--- src/rtl/edge_detection_pkg.sv ---
// Shared video timing constants, pixel type and timing-generator state encoding.
package edge_detection_pkg;

  // Default 640x480@60 timing (pixel clocks per line, lines per frame)
  localparam int unsigned H_ACTIVE_DEF = 640;
  localparam int unsigned H_FP_DEF     = 16;
  localparam int unsigned H_SYNC_DEF   = 96;
  localparam int unsigned H_BP_DEF     = 48;
  localparam int unsigned H_TOTAL_DEF  = H_ACTIVE_DEF + H_FP_DEF + H_SYNC_DEF + H_BP_DEF;

  localparam int unsigned V_ACTIVE_DEF = 480;
  localparam int unsigned V_FP_DEF     = 10;
  localparam int unsigned V_SYNC_DEF   = 2;
  localparam int unsigned V_BP_DEF     = 33;
  localparam int unsigned V_TOTAL_DEF  = V_ACTIVE_DEF + V_FP_DEF + V_SYNC_DEF + V_BP_DEF;

  // Counter and coordinate widths
  localparam int unsigned HW    = 10;
  localparam int unsigned VW    = 10;
  localparam int unsigned XW    = 10;
  localparam int unsigned YW    = 9;
  localparam int unsigned PIX_W = 24;

  typedef struct packed {
    logic [7:0] r;
    logic [7:0] g;
    logic [7:0] b;
  } pixel_t;

  typedef enum logic [1:0] {
    ST_IDLE  = 2'd0,
    ST_RUN   = 2'd1,
    ST_DRAIN = 2'd2
  } vtg_state_t;

endpackage

--- src/rtl/video_timing_gen.sv ---
// Raster timing generator: requests pixels from a frame source one cycle ahead
// and emits an aligned RGB/HSYNC/VSYNC/DE stream through a two-stage delay line.
module video_timing_gen
  import edge_detection_pkg::*;
#(
  parameter int unsigned H_ACTIVE = H_ACTIVE_DEF,
  parameter int unsigned H_FP     = H_FP_DEF,
  parameter int unsigned H_SYNC   = H_SYNC_DEF,
  parameter int unsigned H_BP     = H_BP_DEF,
  parameter int unsigned V_ACTIVE = V_ACTIVE_DEF,
  parameter int unsigned V_FP     = V_FP_DEF,
  parameter int unsigned V_SYNC   = V_SYNC_DEF,
  parameter int unsigned V_BP     = V_BP_DEF,
  parameter bit          SYNC_POL = 1'b0
) (
  input  logic          pclk,
  input  logic          rst_n,
  input  logic          en,
  output logic          pix_req_c,
  output logic [XW-1:0] req_x,
  output logic [YW-1:0] req_y,
  input  pixel_t        src_data,
  input  logic          src_valid,
  output pixel_t        pix_data,
  output logic          hsync,
  output logic          vsync,
  output logic          de,
  output logic          frame_start,
  output logic          underflow
);

  localparam logic [HW-1:0] H_ACT_L  = HW'(H_ACTIVE);
  localparam logic [HW-1:0] H_SYNC_S = HW'(H_ACTIVE + H_FP);
  localparam logic [HW-1:0] H_SYNC_E = HW'(H_ACTIVE + H_FP + H_SYNC);
  localparam logic [HW-1:0] H_LAST   = HW'(H_ACTIVE + H_FP + H_SYNC + H_BP - 1);
  localparam logic [VW-1:0] V_ACT_L  = VW'(V_ACTIVE);
  localparam logic [VW-1:0] V_SYNC_S = VW'(V_ACTIVE + V_FP);
  localparam logic [VW-1:0] V_SYNC_E = VW'(V_ACTIVE + V_FP + V_SYNC);
  localparam logic [VW-1:0] V_LAST   = VW'(V_ACTIVE + V_FP + V_SYNC + V_BP - 1);

  vtg_state_t    state;
  logic [HW-1:0] h;
  logic [VW-1:0] v;

  logic running_c, active_c, hs_win_c, vs_win_c, frame_end_c, line_end_c;

  logic s1_de, s1_hs, s1_vs, s1_first;

  // Counter-derived raster decode for the current cycle
  always_comb begin
    running_c   = (state != ST_IDLE);
    active_c    = running_c && (h < H_ACT_L) && (v < V_ACT_L);
    hs_win_c    = running_c && (h >= H_SYNC_S) && (h < H_SYNC_E);
    vs_win_c    = running_c && (v >= V_SYNC_S) && (v < V_SYNC_E);
    line_end_c  = (h == H_LAST);
    frame_end_c = line_end_c && (v == V_LAST);
  end

  assign pix_req_c = active_c;
  assign req_x     = XW'(h);
  assign req_y     = YW'(v);

  // Run/drain FSM and raster counters; a frame always runs to completion once started
  always_ff @(posedge pclk or negedge rst_n) begin
    if (!rst_n) begin
      state <= ST_IDLE;
      h     <= '0;
      v     <= '0;
    end else begin
      case (state)
        ST_IDLE: begin
          h <= '0;
          v <= '0;
          if (en) state <= ST_RUN;
        end
        default: begin
          if (frame_end_c) begin
            h     <= '0;
            v     <= '0;
            state <= en ? ST_RUN : ST_IDLE;
          end else begin
            if (line_end_c) begin
              h <= '0;
              v <= v + VW'(1);
            end else begin
              h <= h + HW'(1);
            end
            state <= en ? ST_RUN : ST_DRAIN;
          end
        end
      endcase
    end
  end

  // Stage 1: hold timing flags while the source fetches the requested pixel
  always_ff @(posedge pclk or negedge rst_n) begin
    if (!rst_n) begin
      s1_de    <= 1'b0;
      s1_hs    <= 1'b0;
      s1_vs    <= 1'b0;
      s1_first <= 1'b0;
    end else begin
      s1_de    <= active_c;
      s1_hs    <= hs_win_c;
      s1_vs    <= vs_win_c;
      s1_first <= active_c && (h == '0) && (v == '0);
    end
  end

  // Stage 2: output stream aligned with returned pixel data, plus sticky underflow
  always_ff @(posedge pclk or negedge rst_n) begin
    if (!rst_n) begin
      de          <= 1'b0;
      hsync       <= ~SYNC_POL;
      vsync       <= ~SYNC_POL;
      frame_start <= 1'b0;
      pix_data    <= '0;
      underflow   <= 1'b0;
    end else begin
      de          <= s1_de;
      hsync       <= s1_hs ? SYNC_POL : ~SYNC_POL;
      vsync       <= s1_vs ? SYNC_POL : ~SYNC_POL;
      frame_start <= s1_first;
      pix_data    <= (s1_de && src_valid) ? src_data : '0;
      underflow   <= (s1_de && !src_valid) || (underflow && !s1_first);
    end
  end

endmodule

--- config.mk ---
export PLATFORM = sky130hd
export DESIGN_NAME = video_timing_gen
export DESIGN_NICKNAME = d
export VERILOG_FILES = /design/src/rtl/edge_detection_pkg.sv /design/src/rtl/video_timing_gen.sv
export SDC_FILE = /design/constraint.sdc
export NUM_CORES = 1
export LEC_CHECK = 0
export CORE_MARGIN = 3
export CORE_UTILIZATION = 46
export DETAILED_ROUTE_END_ITERATION = 7
export GPL_TIMING_DRIVEN = 0
export PLACE_DENSITY = 0.85
export SYNTH_ARGS = -nofsm -noshare
export SYNTH_HDL_FRONTEND = slang
export SYNTH_SLANG_ARGS = --single-unit
--- constraint.sdc ---
create_clock -name pclk -period 1.99 [get_ports pclk]
set_input_delay 0.4975 -clock pclk [delete_from_list [all_inputs] [get_ports pclk]]
set_output_delay 0.4975 -clock pclk [all_outputs]
set_load 0.05 [all_outputs]
Routed metal, one colour a layer:
The bar under the picture is 20 µm long.
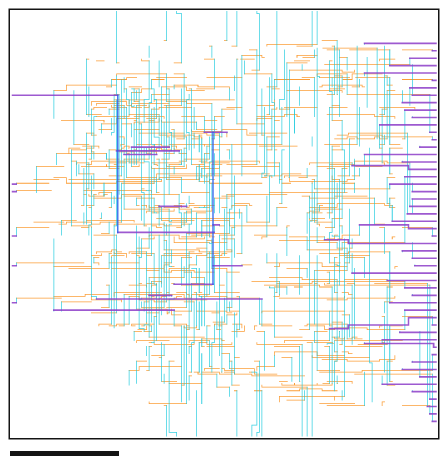
legend:
  cyan:
    layer: met2
    wire_length: 2680 µm
  blue:
    layer: met4
    wire_length: 53.0 µm
  purple:
    layer: met3
    wire_length: 485 µm
  orange:
    layer: met1
    wire_length: 2430 µm

Clock network drawn from the DEF:
The bar under the picture is 20 µm long.
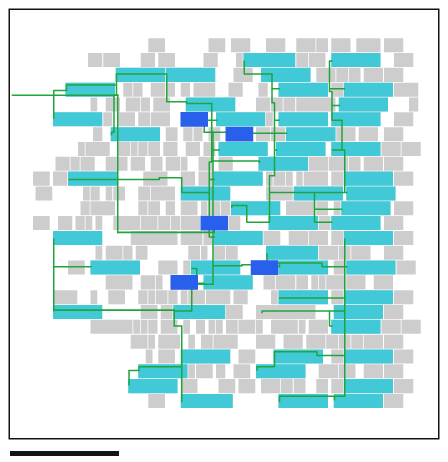
legend:
  cyan:
    item: flip-flops
    count: 55
  green:
    item: clock wires
    length: 561 µm
  blue:
    item: cells driving clock nets
    count: 5
routed clock nets: 6

==> Changelog: implementation <==
### Physical design

- IO Port Bufs: 76
- DP Worst Slack: -366 ps
- Top-count cell post-synth: dfrtp_1
- Routed wl met3: 485 µm
- Max Slew Vio Count: 0
- Setup Skew: about 10 ps
- Reg2Reg Setup Slack: 110 ps
- Top pwr grp: registers
- Met2 wire len: 2.68 mm
- Core area: 4910 µm²
- Status: completed
- Seq_cells: 55
- R2r worst-path depth: 7
- Total power: 2.52 mW
- Async SR Flop Fraction: 100%
- P_int: 1.76 mW
- Adder Share, Synth: 2.07%
- Rows: 25
- Post-CTS Hold Fix Bufs: 0
- Comb pwr share: 21.3%
- Final core occ: 69.8%
- Top cells excl fill/tap: dfrtp_1, clkdlybuf4s50_1, and3_1
- Max Fclk: 511 MHz
- Comb area: 837 µm²
- Worst skew pair latency: roughly 300 ps
- CP bufs+invs: 1
- Cell Count, Final, Fillers Out: 369
- WS Path Type: reg -> out
- GRT Total Usage: approximately a fifth
- Tap cells: 67
- FILL cells: 361
- Nonclk buf count: 102
- Synthesized area: 2420 µm²
- Sw Ratio: 29.9%
- Seq pwr share: between 40% and 50%
- Ratio of cells with drive above 1 in the final layout: 15.2%
- Final non-clock buffer share: between 20 and 30%
- Period minus WS final: 1960 ps
- Post-DRT Antenna Nets: 0
- TritonCTS clock tree: built
- Via density: 5.20
- Combinational power: 0.535 mW
- Ports: 77
- Post-synth top flop: dfrtp_1
- Worst-path cell chain: clkdlybuf4s50_1
- Biggest area consumer among synthesized cells: dfrtp_1
- Final GP Congestion: approximately 0.85
- Worst Max-Slew Pin Slew: 534 ps
- Top cells by count: dfrtp_1, and3_1, inv_1, nand3_1, nor2_1
- Hold/Removal Path Class: in -> async
- Pleak: 1.73 nW
- Register share after synthesis: a little under three fifths
- Critical path's slowest cell: clkdlybuf4s50_1
- CTS sink cnt: 55
- Main area contributors: dfrtp_1, and3_1, buf_4
- Final Hold Vio Count: 0
- Top Metal Used: met4
- Crit path max fanout: 1
- Top Usage Layer GRT: met2
- CTS buffer count: 5
- Biggest register: pix_data
- Clock-cell share: ~3.4%
- H-tree levels: 2
- Final Cell Area: 3430 µm²
- Relative slew slack: 64.4%
- Initial antenna violation count: 0
- Distinct cell type count after synthesis: 40
- DRT Pass-1 Iters: 4
- Yosys stat chip area: 2420 µm²
- FP Util: 49.3%
- Synthesis-to-finish area growth: 41.5%
- Diode count: 0
- Die H: between 70 and 80 µm
Sequential cells grouped by signal name:
Other sequential cells in the stronger grey, the rest of the logic in the fainter grey.
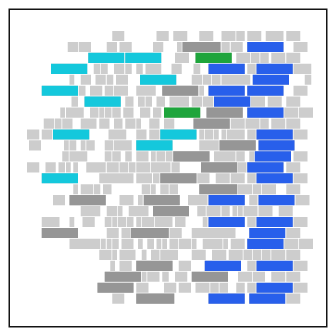
legend:
  cyan:
    signal: v
    flops: 10
  blue:
    signal: pix_data
    flops: 24
  green:
    signal: state
    flops: 2
not coloured: 19
Seq power: 1.24 mW
Sequential Area: 1380 µm²

Pin map:
Pins as bars across the die edge, other pins in grey.
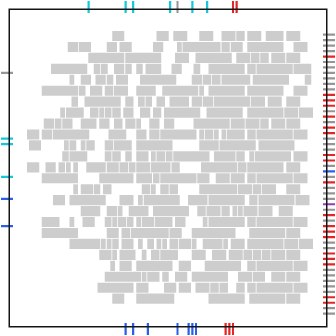
legend:
  blue:
    port: req_x
    pins: 10
    direction: output
    edge: 7 south, 2 west, 1 east
  red:
    port: src_data
    pins: 24
    direction: input
    edge: 19 east, 3 south, 2 north
  cyan:
    port: req_y
    pins: 9
    direction: output
    edge: 6 north, 3 west
  purple:
    port: src_valid
    pins: 1
    direction: input
    edge: east
all pins by edge: 52 east, 10 south, 9 north, 6 west

No activity file was given, so power comes from the tool's default toggle rates.
